--- src/rtl/slfifo_stream_arbiter_pkg.sv ---
// slfifo_stream_arbiter_pkg: shared states, socket addresses and burst sizes for the SX3 stream arbiter
package slfifo_stream_arbiter_pkg;
  typedef enum logic [2:0] {
    ST_IDLE,
    ST_ADDR,
    ST_WAIT_RDY,
    ST_BURST,
    ST_DRAIN,
    ST_PKTEND,
    ST_GAP
  } state_e;
  localparam logic [15:0] BURST_WORDS    = 16'd1024;
  localparam logic [11:0] AUD_PKT_WORDS  = 12'd96;
  localparam int          ADDR_SETUP_CYC = 3;
  localparam logic [1:0]  VID_ADDR       = 2'b00;
  localparam logic [1:0]  AUD_ADDR       = 2'b11;
endpackage

--- src/rtl/slfifo_stream_arbiter_pick.sv ---
// slfifo_arb_pick: stream eligibility and round-robin choice between video and audio
module slfifo_arb_pick
  import slfifo_stream_arbiter_pkg::*;
(
  input  logic        cam_app_en_i,
  input  logic        aud_app_en_i,
  input  logic        vid_fifo_empty_i,
  input  logic        vid_fifo_almost_empty_i,
  input  logic        frame_pend_i,
  input  logic [11:0] aud_fifo_rd_count_i,
  input  logic        last_aud_i,
  output logic        req_o,
  output logic        pick_aud_o,
  output logic        short_o
);
  logic aud_elig;
  logic vid_elig;
  // a full audio packet or a full video buffer (or the tail of a finished frame) makes a stream eligible
  always_comb begin
    aud_elig   = aud_app_en_i & (aud_fifo_rd_count_i >= AUD_PKT_WORDS);
    vid_elig   = cam_app_en_i & (~vid_fifo_almost_empty_i | (frame_pend_i & ~vid_fifo_empty_i));
    req_o      = aud_elig | vid_elig;
    pick_aud_o = aud_elig & (~vid_elig | ~last_aud_i);
    short_o    = frame_pend_i & vid_fifo_almost_empty_i;
  end
endmodule

--- src/rtl/slfifo_stream_arbiter.sv ---
// slfifo_stream_arbiter: moves video bursts and audio packets from their FIFOs onto the SX3 slave-FIFO bus
module slfifo_stream_arbiter
  import slfifo_stream_arbiter_pkg::*;
(
  input  logic        clk_i,
  input  logic        rstn_i,
  input  logic        cam_app_en_i,
  input  logic        aud_app_en_i,
  input  logic        flaga_i,
  input  logic        flagb_i,
  input  logic        vid_fifo_empty_i,
  input  logic        vid_fifo_almost_empty_i,
  input  logic        vid_frame_end_i,
  input  logic [11:0] aud_fifo_rd_count_i,
  output logic        vid_rd_req_o,
  output logic        aud_rd_req_o,
  output logic        sel_aud_o,
  output logic [1:0]  sl_addr_o,
  output logic        slcs_o,
  output logic        slwr_o,
  output logic        pktend_o,
  output logic        busy_o
);
  state_e      state_q, state_d;
  logic        grant_aud_q, grant_aud_d;
  logic        short_q, short_d;
  logic        last_aud_q, last_aud_d;
  logic        frame_pend_q, frame_pend_d;
  logic        pkt_q, pkt_d;
  logic [15:0] word_cnt_q, word_cnt_d;
  logic [2:0]  setup_cnt_q, setup_cnt_d;
  logic        slcs_q, slcs_d;
  logic        slwr_q, slwr_d;
  logic        pktend_q, pktend_d;
  logic        busy_q, busy_d;
  logic        sel_aud_q, sel_aud_d;
  logic [1:0]  sl_addr_q, sl_addr_d;
  logic        req, pick_aud, pick_short;
  logic        vid_rd, aud_rd, rd_any;
  logic [15:0] words;

  slfifo_arb_pick u_pick (
    .cam_app_en_i            (cam_app_en_i),
    .aud_app_en_i            (aud_app_en_i),
    .vid_fifo_empty_i        (vid_fifo_empty_i),
    .vid_fifo_almost_empty_i (vid_fifo_almost_empty_i),
    .frame_pend_i            (frame_pend_q),
    .aud_fifo_rd_count_i     (aud_fifo_rd_count_i),
    .last_aud_i              (last_aud_q),
    .req_o                   (req),
    .pick_aud_o              (pick_aud),
    .short_o                 (pick_short)
  );

  // read strobes come straight from the burst state so a short burst stops the moment the FIFO runs dry
  always_comb begin
    vid_rd = (state_q == ST_BURST) & ~grant_aud_q & (~short_q | ~vid_fifo_empty_i);
    aud_rd = (state_q == ST_BURST) & grant_aud_q;
    rd_any = vid_rd | aud_rd;
    words  = word_cnt_q + 16'(rd_any);
  end

  // next-state, counters and registered bus outputs
  always_comb begin
    state_d     = state_q;
    grant_aud_d = grant_aud_q;
    short_d     = short_q;
    last_aud_d  = last_aud_q;
    pkt_d       = pkt_q;
    word_cnt_d  = word_cnt_q;
    setup_cnt_d = setup_cnt_q;
    case (state_q)
      ST_IDLE: if (req) begin
        state_d     = ST_ADDR;
        grant_aud_d = pick_aud;
        short_d     = ~pick_aud & pick_short;
        word_cnt_d  = '0;
        setup_cnt_d = '0;
      end
      ST_ADDR: begin
        state_d     = (setup_cnt_q == 3'(ADDR_SETUP_CYC - 1)) ? ST_WAIT_RDY : ST_ADDR;
        setup_cnt_d = setup_cnt_q + 3'd1;
      end
      ST_WAIT_RDY: state_d = flaga_i ? ST_BURST : ST_WAIT_RDY;
      ST_BURST: begin
        word_cnt_d = words;
        if (grant_aud_q ? (words == {4'd0, AUD_PKT_WORDS}) : (words == BURST_WORDS)) begin
          state_d = ST_DRAIN;
          pkt_d   = grant_aud_q;
        end else if (~flagb_i | ~rd_any) begin
          state_d = ST_DRAIN;
          pkt_d   = 1'b1;
        end
      end
      ST_DRAIN:  state_d = pkt_q ? ST_PKTEND : ST_GAP;
      ST_PKTEND: state_d = ST_GAP;
      ST_GAP: begin
        state_d    = ST_IDLE;
        last_aud_d = grant_aud_q;
      end
      default: state_d = ST_IDLE;
    endcase
    slcs_d       = state_d inside {ST_IDLE, ST_GAP};
    pktend_d     = state_d != ST_PKTEND;
    busy_d       = state_d != ST_IDLE;
    slwr_d       = ~rd_any;
    sel_aud_d    = (state_q == ST_IDLE && req) ? pick_aud : sel_aud_q;
    sl_addr_d    = (state_q == ST_IDLE && req) ? (pick_aud ? AUD_ADDR : VID_ADDR) : sl_addr_q;
    frame_pend_d = vid_frame_end_i | (frame_pend_q & ~(state_q == ST_DRAIN && pkt_q && ~grant_aud_q));
  end

  // state and output registers; reset aborts any burst without a packet end
  always_ff @(posedge clk_i or negedge rstn_i) begin
    if (!rstn_i) begin
      state_q      <= ST_IDLE;
      grant_aud_q  <= 1'b0;
      short_q      <= 1'b0;
      last_aud_q   <= 1'b1;
      frame_pend_q <= 1'b0;
      pkt_q        <= 1'b0;
      word_cnt_q   <= '0;
      setup_cnt_q  <= '0;
      slcs_q       <= 1'b1;
      slwr_q       <= 1'b1;
      pktend_q     <= 1'b1;
      busy_q       <= 1'b0;
      sel_aud_q    <= 1'b0;
      sl_addr_q    <= VID_ADDR;
    end else begin
      state_q      <= state_d;
      grant_aud_q  <= grant_aud_d;
      short_q      <= short_d;
      last_aud_q   <= last_aud_d;
      frame_pend_q <= frame_pend_d;
      pkt_q        <= pkt_d;
      word_cnt_q   <= word_cnt_d;
      setup_cnt_q  <= setup_cnt_d;
      slcs_q       <= slcs_d;
      slwr_q       <= slwr_d;
      pktend_q     <= pktend_d;
      busy_q       <= busy_d;
      sel_aud_q    <= sel_aud_d;
      sl_addr_q    <= sl_addr_d;
    end
  end

  assign vid_rd_req_o = vid_rd;
  assign aud_rd_req_o = aud_rd;
  assign sel_aud_o    = sel_aud_q;
  assign sl_addr_o    = sl_addr_q;
  assign slcs_o       = slcs_q;
  assign slwr_o       = slwr_q;
  assign pktend_o     = pktend_q;
  assign busy_o       = busy_q;
endmodule

--- config.mk ---
export PLATFORM = sky130hd
export DESIGN_NAME = slfifo_stream_arbiter
export DESIGN_NICKNAME = d
export VERILOG_FILES = /design/src/rtl/slfifo_stream_arbiter_pkg.sv /design/src/rtl/slfifo_stream_arbiter_pick.sv /design/src/rtl/slfifo_stream_arbiter.sv
export SDC_FILE = /design/constraint.sdc
export NUM_CORES = 1
export LEC_CHECK = 0
export CAP_MARGIN = 20
export CELL_PAD_IN_SITES_DETAIL_PLACEMENT = 1
export CELL_PAD_IN_SITES_GLOBAL_PLACEMENT = 2
export CORE_AREA = 2 2 82 84
export CTS_BUF_LIST = sky130_fd_sc_hd__clkbuf_8
export DETAILED_ROUTE_END_ITERATION = 16
export DIE_AREA = 0 0 84 86
export PLACE_DENSITY = 0.83
export SKIP_CTS_REPAIR_TIMING = 1
export SYNTH_ARGS = -nofsm -noshare
export SYNTH_HDL_FRONTEND = slang
export SYNTH_SLANG_ARGS = --single-unit
--- constraint.sdc ---
create_clock -name clk_i -period 3.4 [get_ports clk_i]
set_input_delay 0.68 -clock clk_i [delete_from_list [all_inputs] [get_ports clk_i]]
set_output_delay 0.68 -clock clk_i [all_outputs]
set_load 0.005 [all_outputs]
### Drive-strength map

Drawn at 6 px/um.
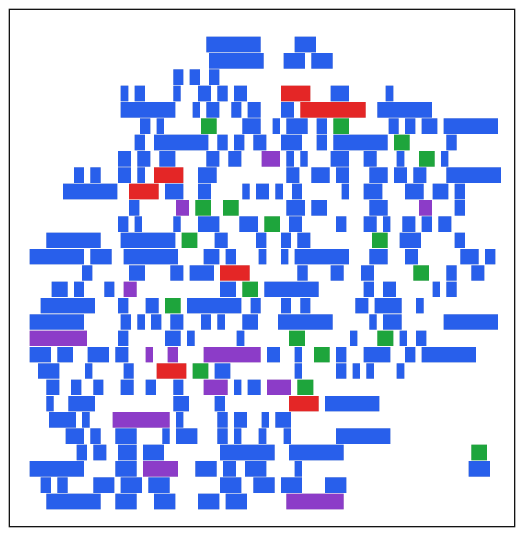
legend:
  _6 and larger:
    color: red
    cells: 7
    share: 2.5%
    most_used: clkbuf_8
  _0 and _1 cells:
    color: blue
    cells: 237
    share: 86%
    most_used: o21ai_0
  _3 and _4 cells:
    color: green
    cells: 18
    share: 6.5%
    most_used: buf_4
  _2 cells:
    color: purple
    cells: 13
    share: 4.7%
    most_used: dfstp_2
final worst slack: 0.289 ns
Finished Cell Area: 2530 sq um

### Pin map

Drawn at 6 px/um. Pins as bars across the die edge, other pins in gray.
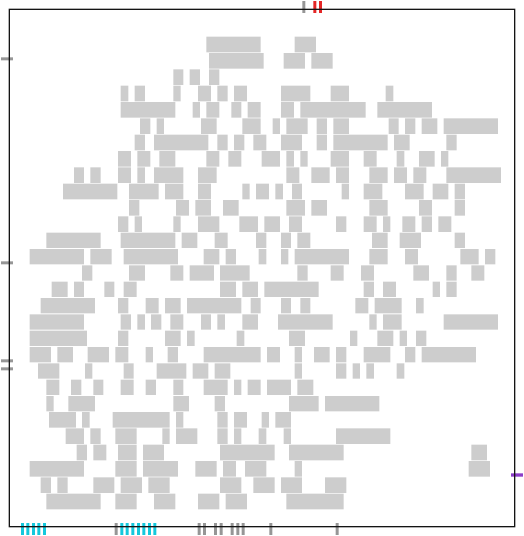
legend:
  aud_fifo_rd_count_i:
    color: cyan
    pins: 12
    direction: input
    edge: south
  rstn_i:
    color: purple
    pins: 1
    direction: input
    edge: east
  sl_addr_o:
    color: red
    pins: 2
    direction: output
    edge: north

### Cell outlines without signal wires

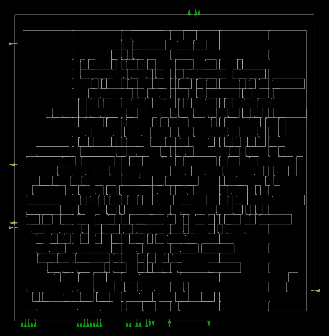
Fillers: 750
core area: 6280 sq um
Core Util, Final: 40.3%
# rows: 29

### I/O nets highlighted

Drawn at 3 px/um.
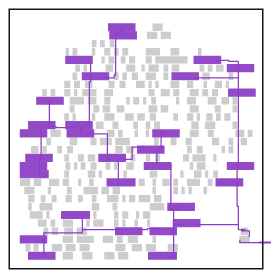
legend:
  rstn_i:
    color: purple
    bits: 1
    direction: input
    edge: east
    end_cells: 31
    buffers: 2
    wire: 334 um

==> impl_metrics.json <==
{
  "ys_types": 49,
  "ys_ff": 31,
  "placed_cell_area_sq_um": 2410,
  "p_comb_w": 0.000692,
  "cts-root-buf": "clkbuf_8",
  "finalPower_w": 0.00163,
  "grt_util_all_layers_pct": 17.2,
  "min_delay_worst_endpoint": "short_q",
  "syn_area_sq_um": 2080,
  "largest_reg_flops": 16,
  "hold_class": "register to register",
  "simple_gate_share_pct": 24.3,
  "ys_sh_adder_pct": 2.41,
  "netlist_instances": 249,
  "hpwl_mm": 4.12,
  "drt_iter0_drc": 57,
  "cts_tree": "built",
  "worstPathMaxFanout": 8,
  "antenna_left": 0,
  "p_int_w": 0.00103,
  "die_x_um": 84,
  "grt_pass1_wl_mm": 9.95,
  "die_y_um": 86,
  "layout_top_cells": "38 x o21ai_0, 27 x dfrtp_1, 24 x clkdlybuf4s50_1, 23 x nand2_1, 18 x buf_4",
  "post-route-period-util_pct": 91.5,
  "sequentialPower_w": 0.000546,
  "critPathCaptureType": "register",
  "clockBufferDepth": 2,
  "n_antenna_cell": 0,
  "slew_headroom_pct": 61.9,
  "worst_pin_slew_ns": 0.567,
  "yosys-stat-area_sq_um": 2080,
  "drt-total-wl_mm": 5.72,
  "warning_count": 32,
  "status": "finished clean",
  "layout_top_cell": "o21ai_0",
  "routedWlPerCell_um": 16.3,
  "yosys.area_share.aoi_pct": 23.6,
  "routabilityCongestion": 0.837,
  "clock_sinks": 31,
  "top_area_cell": "dfrtp_1",
  "fin_crit_ns": 3.11,
  "p_per_area_nw_per_um2": 646,
  "drv_slew": 0,
  "r2r_slack_ns": 0.41,
  "synth_seq_share_pct": 37.5,
  "grt_pass1_vias": 2007,
  "dp_cells": 344,
  "synth.top_cells.by_count": "38 x o21ai_0, 27 x dfrtp_1, 23 x nand2_1",
  "ir_drop_mv": 0.307,
  "rr_worst_depth": 11,
  "worstPathCellList": "clkdlybuf4s50_1 -> nand2_1 -> nor2_1 -> nor2_1 -> ha_1 -> ha_1 -> and3_1 -> and3_1 -> and3_1 -> o21ai_0 -> or4_1 -> nand3_1",
  "cp.depth": 12,
  "critical_path_arrival_ns": 3.35,
  "p_leak_nw": 1.02,
  "combPwrFrac_pct": 42.4,
  "final_cell_count_no_fill": 352,
  "port_buffers": 24,
  "drc_errors": 0,
  "antenna_found_initial": 0,
  "worst-path-buf-inv": 1,
  "cp_top_family": "simple AND/OR/NAND/NOR gates",
  "insertion_delay_ns": 0.30,
  "cts_buffers": 5,
  "synth_top_area_share_pct": 32.5,
  "hold_ws_ns": 0.508,
  "initial_core_util_pct": 33.1,
  "synth_area_per_cell_sq_um": 8.35,
  "ys_sh_xor_pct": 2.53,
  "drive_gt1_share_pct": 13.8,
  "cpMostUsedCell": "and3_1",
  "first_pass_iters": 4,
  "min_path_cells": 2,
  "fmax_ghz": 0.321,
  "worst_setup_path_start_kind": "input pin"
}
metal layers:
layer,vias up,wire length (um),part of all wire [%],global-route usage [%]
met5,-,0,0,0
met4,0,74,1.3,5.72
met3,7,131,2.3,3.37
met2,13,2670,47,27.6
met1,972,2850,50,23.4
li1,959,-,-,-
cell type report:
| cell class | instances | area [sq um] | share of cell area, % |
|---|---|---|---|
| Clock buffer | 6 | 82.6 | 3.27 |
| Clock inverter | 2 | 35.0 | 1.39 |
| Inverter | 7 | 26.3 | 1.04 |
| Multi-Input combinational cell | 187 | 1130 | 44.8 |
| Sequential cell | 31 | 781 | 30.9 |
| Tap cell | 77 | 96.3 | 3.81 |
| Timing Repair Buffer | 42 | 375 | 14.9 |
